==> images/pinout.png <==
Drawn at 2 px/um. Pins as bars across the die edge, other pins in gray.
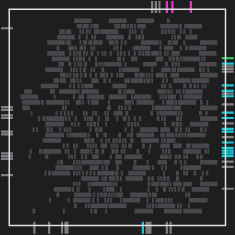
==> images/layers.png <==
Drawn at 3 px/um.
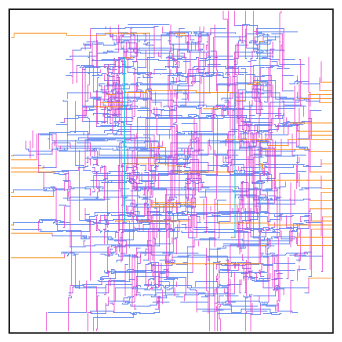
==> images/ff_map.png <==
Drawn at 2 px/um.
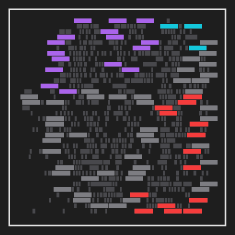
==> images/port_trees.png <==
Drawn at 3 px/um.
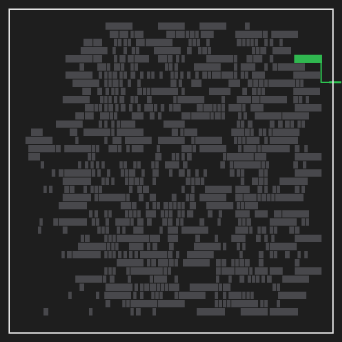
## src/rtl/reaction_ctrl_if.sv

```systemverilog
// Bundle of the reaction-time sequencer's control inputs and status outputs.
// The master side (player/stimulus logic) drives start, key and rand_num;
// the slave side (reaction_ctrl) drives the state code and measurement results.
interface reaction_ctrl_if;
  logic        start;
  logic        key;
  logic [13:0] rand_num;
  logic [2:0]  machine_state;
  logic        led;
  logic [13:0] react_ms;
  logic        timeout;
  logic        result_valid;
  logic [13:0] best_ms;

  modport master (
    output start, key, rand_num,
    input  machine_state, led, react_ms, timeout, result_valid, best_ms
  );

  modport slave (
    input  start, key, rand_num,
    output machine_state, led, react_ms, timeout, result_valid, best_ms
  );
endinterface

```

## src/rtl/reaction_ctrl.sv

```systemverilog
// Main sequencer for the reaction-time tester.
//
//   state  | meaning
//   IDLE   | waiting for the first start pulse
//   WAIT   | capturing the random delay, then counting it down in ms
//   ACTIVE | LED lit, measuring the player's response
//   RESULT | measurement latched, waiting for the next start
//   FOUL   | key pressed before the LED lit, waiting for the next start
//
// WAIT timing: rand_num is captured on the third WAIT edge. The ms count then
// runs, and ACTIVE is entered one edge after ms_cnt reaches delay_ms, i.e.
// 4 + delay_ms*CLK_PER_MS cycles after WAIT entry (the +1 is compare latency).
module reaction_ctrl #(
  parameter int CLK_PER_MS = 50000,
  parameter int MAX_MS     = 9999
) (
  input  logic            clk,
  input  logic            rst,
  reaction_ctrl_if.slave  bus
);

  localparam logic [2:0] S_IDLE   = 3'd0;
  localparam logic [2:0] S_WAIT   = 3'd1;
  localparam logic [2:0] S_ACTIVE = 3'd2;
  localparam logic [2:0] S_RESULT = 3'd3;
  localparam logic [2:0] S_FOUL   = 3'd4;

  localparam int          PW      = (CLK_PER_MS > 1) ? $clog2(CLK_PER_MS) : 1;
  localparam logic [PW-1:0] PRE_MAX = PW'(CLK_PER_MS - 1);
  localparam logic [PW-1:0] PRE_ONE = PW'(1);
  localparam logic [13:0] MAX14   = 14'(MAX_MS);

  logic [2:0]    state;
  logic [PW-1:0] prescaler;
  logic [13:0]   ms_cnt;
  logic [1:0]    wait_cyc;
  logic [13:0]   delay_ms;
  logic [13:0]   react_ms;
  logic          timeout;
  logic          result_valid;
  logic [13:0]   best_ms;

  logic tick;
  assign tick = (prescaler == PRE_MAX);

  // Sequencer state, ms timebase, delay capture and result bookkeeping.
  always_ff @(posedge clk or posedge rst) begin
    if (rst) begin
      state        <= S_IDLE;
      prescaler    <= '0;
      ms_cnt       <= '0;
      wait_cyc     <= '0;
      delay_ms     <= 14'd1000;
      react_ms     <= '0;
      timeout      <= 1'b0;
      result_valid <= 1'b0;
      best_ms      <= MAX14;
    end else begin
      result_valid <= 1'b0;
      case (state)
        S_IDLE, S_RESULT, S_FOUL: begin
          // start has priority here; key is ignored outside WAIT/ACTIVE
          if (bus.start) begin
            state     <= S_WAIT;
            prescaler <= '0;
            ms_cnt    <= '0;
            wait_cyc  <= '0;
          end
        end
        S_WAIT: begin
          if (bus.key) begin
            state     <= S_FOUL;
            prescaler <= '0;
            ms_cnt    <= '0;
          end else if (wait_cyc != 2'd3) begin
            // generator output is settled by the third WAIT cycle
            wait_cyc <= wait_cyc + 2'd1;
            if (wait_cyc == 2'd2) delay_ms <= bus.rand_num;
          end else if (ms_cnt == delay_ms) begin
            state     <= S_ACTIVE;
            prescaler <= '0;
            ms_cnt    <= '0;
          end else if (tick) begin
            prescaler <= '0;
            ms_cnt    <= ms_cnt + 14'd1;
          end else begin
            prescaler <= prescaler + PRE_ONE;
          end
        end
        S_ACTIVE: begin
          if (bus.key) begin
            state        <= S_RESULT;
            prescaler    <= '0;
            ms_cnt       <= '0;
            react_ms     <= ms_cnt;
            timeout      <= 1'b0;
            result_valid <= 1'b1;
            if (ms_cnt < best_ms) best_ms <= ms_cnt;
          end else if (ms_cnt == MAX14) begin
            state        <= S_RESULT;
            prescaler    <= '0;
            ms_cnt       <= '0;
            react_ms     <= MAX14;
            timeout      <= 1'b1;
            result_valid <= 1'b1;
          end else if (tick) begin
            prescaler <= '0;
            ms_cnt    <= ms_cnt + 14'd1;
          end else begin
            prescaler <= prescaler + PRE_ONE;
          end
        end
        default: begin
          state     <= S_IDLE;
          prescaler <= '0;
          ms_cnt    <= '0;
        end
      endcase
    end
  end

  assign bus.machine_state = state;
  assign bus.led           = (state == S_ACTIVE);
  assign bus.react_ms      = react_ms;
  assign bus.timeout       = timeout;
  assign bus.result_valid  = result_valid;
  assign bus.best_ms       = best_ms;

endmodule

```

## src/flat_wrapper.sv

```systemverilog
// flat-port wrapper written by rule: the top's interface ports become plain ports
module reaction_ctrl_flat 
#(
  parameter int CLK_PER_MS = 50000,
  parameter int MAX_MS     = 9999
)
  (clk, rst, bus_start, bus_key, bus_rand_num, bus_machine_state, bus_led, bus_react_ms, bus_timeout, bus_result_valid, bus_best_ms);
  reaction_ctrl_if bus_i ();
  input  logic clk;
  input  logic rst;
  input wire logic [$bits(bus_i.start)-1:0] bus_start;
  input wire logic [$bits(bus_i.key)-1:0] bus_key;
  input wire logic [$bits(bus_i.rand_num)-1:0] bus_rand_num;
  output wire logic [$bits(bus_i.machine_state)-1:0] bus_machine_state;
  output wire logic [$bits(bus_i.led)-1:0] bus_led;
  output wire logic [$bits(bus_i.react_ms)-1:0] bus_react_ms;
  output wire logic [$bits(bus_i.timeout)-1:0] bus_timeout;
  output wire logic [$bits(bus_i.result_valid)-1:0] bus_result_valid;
  output wire logic [$bits(bus_i.best_ms)-1:0] bus_best_ms;
  assign bus_i.start = bus_start;
  assign bus_i.key = bus_key;
  assign bus_i.rand_num = bus_rand_num;
  assign bus_machine_state = bus_i.machine_state;
  assign bus_led = bus_i.led;
  assign bus_react_ms = bus_i.react_ms;
  assign bus_timeout = bus_i.timeout;
  assign bus_result_valid = bus_i.result_valid;
  assign bus_best_ms = bus_i.best_ms;
  reaction_ctrl #(.CLK_PER_MS(CLK_PER_MS), .MAX_MS(MAX_MS)) u_core (.clk(clk), .rst(rst), .bus(bus_i));
endmodule
```

## config.mk

```make
export PLATFORM = sky130hd
export DESIGN_NAME = reaction_ctrl_flat
export DESIGN_NICKNAME = d
export VERILOG_FILES = /design/src/rtl/reaction_ctrl_if.sv /design/src/rtl/reaction_ctrl.sv /design/src/flat_wrapper.sv
export SDC_FILE = /design/constraint.sdc
export NUM_CORES = 1
export LEC_CHECK = 0
export ABC_AREA = 1
export CORE_MARGIN = 3
export CORE_UTILIZATION = 45
export CTS_CLUSTER_SIZE = 28
export DETAILED_ROUTE_END_ITERATION = 10
export DONT_BUFFER_PORTS = 1
export GPL_ROUTABILITY_DRIVEN = 0
export SETUP_SLACK_MARGIN = 0.4
export SYNTH_ARGS = -nofsm -noshare
export SYNTH_HDL_FRONTEND = slang
export SYNTH_SLANG_ARGS = --single-unit
```

## constraint.sdc

```tcl
create_clock -name clk -period 3.57 [get_ports clk]
set_input_delay 0.5355 -clock clk [delete_from_list [all_inputs] [get_ports clk]]
set_output_delay 0.5355 -clock clk [all_outputs]
set_load 0.005 [all_outputs]
```

==> qor.csv <==
stage,metric,value,unit
run_status,outcome,"complete, no violations",
finish,share of layout cells above drive strength 1,15.8,%
clocking,clk sink count,79,
synth,Yosys cell types,39,
sta,final total negative setup slack,0,ps
sta,Layout Skew,13.6,ps
clocking,post-CTS sizing,0,
critical_path,arrival time worst endpoint,2550,ps
finish,FF/Latch Area,1990,um2
sta,worst-margin pin slew,906,ps
flow_run,max_cap viols,0,
drt,Antenna Violating Nets Remaining,0,
critical_path,RR Startpoint,u_core.ms_cnt[7],
placed_design,HPWL after DPL,8030,um
clocking,Worst-path clk slew,80,ps
drt,total number of vias,3748,
synth,register area share after synthesis,43.1,%
critical_path,capture point of the worst path,u_core.bus.best_ms[11],
sta,worst hold slack,180,ps
clocking,CTS hold repair buffers,0,
floorplanning,chip area,11500,um2
drt,DRT iter0 DRCs,225,
critical_path,CP Capture Type,register,
finish,area grow syn2layout,6.36,%
synth,Syn Std Cell Area,4630,um2
critical_path,crit-path max FO,15,
clocking,Clock Latency Late Sink,360,ps
sta,"Min Clock Period, post-route",2290,ps
grt,initial antenna violation count,0,
synth,Top-area cell share,35.2,%
finish,nets,633,
power_and_ir_drop,Seq. pwr,1.24,mW
critical_path,crit-path cells,"ha_1, a21oi_1, nor2_1, a211oi_1, nand2_1, nand2_1, nand2_2, nand2_1, nand2_1",
sta,Max Freq,0.437,GHz
sta,worst relative slew slack,39.5,%
power_and_ir_drop,P_sw,0.985,mW
synth,Yosys Instances,598,
clocking,total CTS buffers,9,
power_and_ir_drop,Final Power,2.72,mW
power_and_ir_drop,Peak supply drop,0.000248,V
sta,"Slew Viols, Final",0,
critical_path,WP buf/inv,0,
critical_path,CP top delay family,simple AND/OR/NAND/NOR gates,
critical_path,"slowest stage cell, crit path",dfrtp_1,
critical_path,max incr delay on CP,530,ps
clocking,H-tree depth,3,
sta,Final Hold Viols,0,
hold_path,hold crit path type,in -> async,
synth,number of enable flip-flop cells,0,
grt,maximum number of pins on one net before global-route repair,47,
power_and_ir_drop,combinational cell power,0.736,mW
synth,cells after synthesis,598,
synth,Synth Area per Inst,7.74,um2
critical_path,reg-to-reg endpoint,u_core.bus.best_ms[11],
finish,most frequent logic cell in the layout,nand2_1,
floorplanning,core area,9860,um2
critical_path,Critical Path Start,u_core.ms_cnt[7],
synth,Main synth FF type,dfrtp_1,
power_and_ir_drop,Int Pwr,1.73,mW
synth,floorplan net count,633,
sta,final setup vio count,0,
drt,Via density,5.09,
floorplanning,number of core rows,36,
grt,first-pass GRT wire length,18600,um
-- pinout.png (at the start) --
Cyan is bus_react_ms, pins 14, direction output, edge 13 right, 1 bottom. Green is bus_result_valid, pins 1, direction output, edge right. Magenta is bus_machine_state, pins 3, direction output, edge top.
All pins by edge: 24 right, 11 bottom, 11 left, 6 top.
# port buffers: 0
Die X: 107 um

-- layers.png (at the start) --
Cyan is M4, wire length 189 um. Magenta is M2, wire length 4810 um. Blue is M1, wire length 5200 um. Orange is M3, wire length 639 um.

-- ff_map.png (at the start) --
Purple is u_core.prescaler, placed flops 16. Cyan is u_core.bus.machine_state, placed flops 3. Red is u_core.bus.best_ms, placed flops 14.
Another 46 sequential cells are not colored.

-- port_trees.png (at the start) --
Green is bus_result_valid, bits 1, direction output, edge right, end cells 1, buffers 0, wire 10.4 um.
I/O pin cnt: 52

## state kept, by name, indices dropped and copies added, names as in the netlist
name and flops:
u_core.prescaler 16, u_core.bus.best_ms 14, u_core.bus.react_ms 14, u_core.delay_ms 14, u_core.ms_cnt 14, u_core.bus.machine_state 3, u_core.wait_cyc 2, u_core.bus.result_valid 1
u_core.bus.timeout 1
## cell usage after synthesis (2+ instances only)
library cell  count
nor3_1            7
ha_1             17
nand3_2           9
nand3_4           2
o21ai_1          15
dfrtp_1          65
buf_2             5
inv_2            20
nand4_1          12
inv_1            63
buf_4             4
xor2_1            6
nand2_1         168
xnor2_1           3
buf_6             3
a21oi_2          11
nand2_2           7
nand3_1          33
mux2_2            2
nor2_4            4
nor2_1           78
dfstp_2          14
o21ai_0          14
a21oi_1          21
## kinds of logic after synthesis
| kind of cell | synth area share (%) |
|---|---|
| muxes | 0.487 |
| buffers and inverters | 9.17 |
| adders and majority gates | 4.60 |
| and+or+nand+nor | 32.4 |
| AOI/OAI and AO/OA | 8.49 |
| xor gates and xnor gates | 1.70 |
| DFF | 43.1 |
## routing by layer
layer  vias to the layer above  track usage [%]  wire length (um)
li1                       1888                -                 -
met1                      1754             27.9              5200
met2                        89             31.5              4810
met3                        17             4.26               639
met4                         0             7.75               189
met5                         -                0                 0
## per-stage QoR
step           instances  cell area (um2)  setup slack (ps)  utilization, %
6_report             736             4920              1280            49.9
5_1_grt              736             4920              1040            49.9
4_1_cts              736             4920              1280            49.9
3_5_place_dp         720             4700              1300            47.7
3_3_place_gp         720             4700              1360            47.7
2_1_floorplan        598             4630              1030               -
## area by class of cell
class                           instances  area share [%]
Timing Repair Buffer                    2           0.305
Sequential cell                        79            40.5
Multi-Input combinational cell        422            44.9
Inverter                               84            6.54
Clock inverter                          4            1.42
Clock buffer                           12            2.95
Tap cell                              133            3.38
Power is estimated from default activity; no workload was simulated.
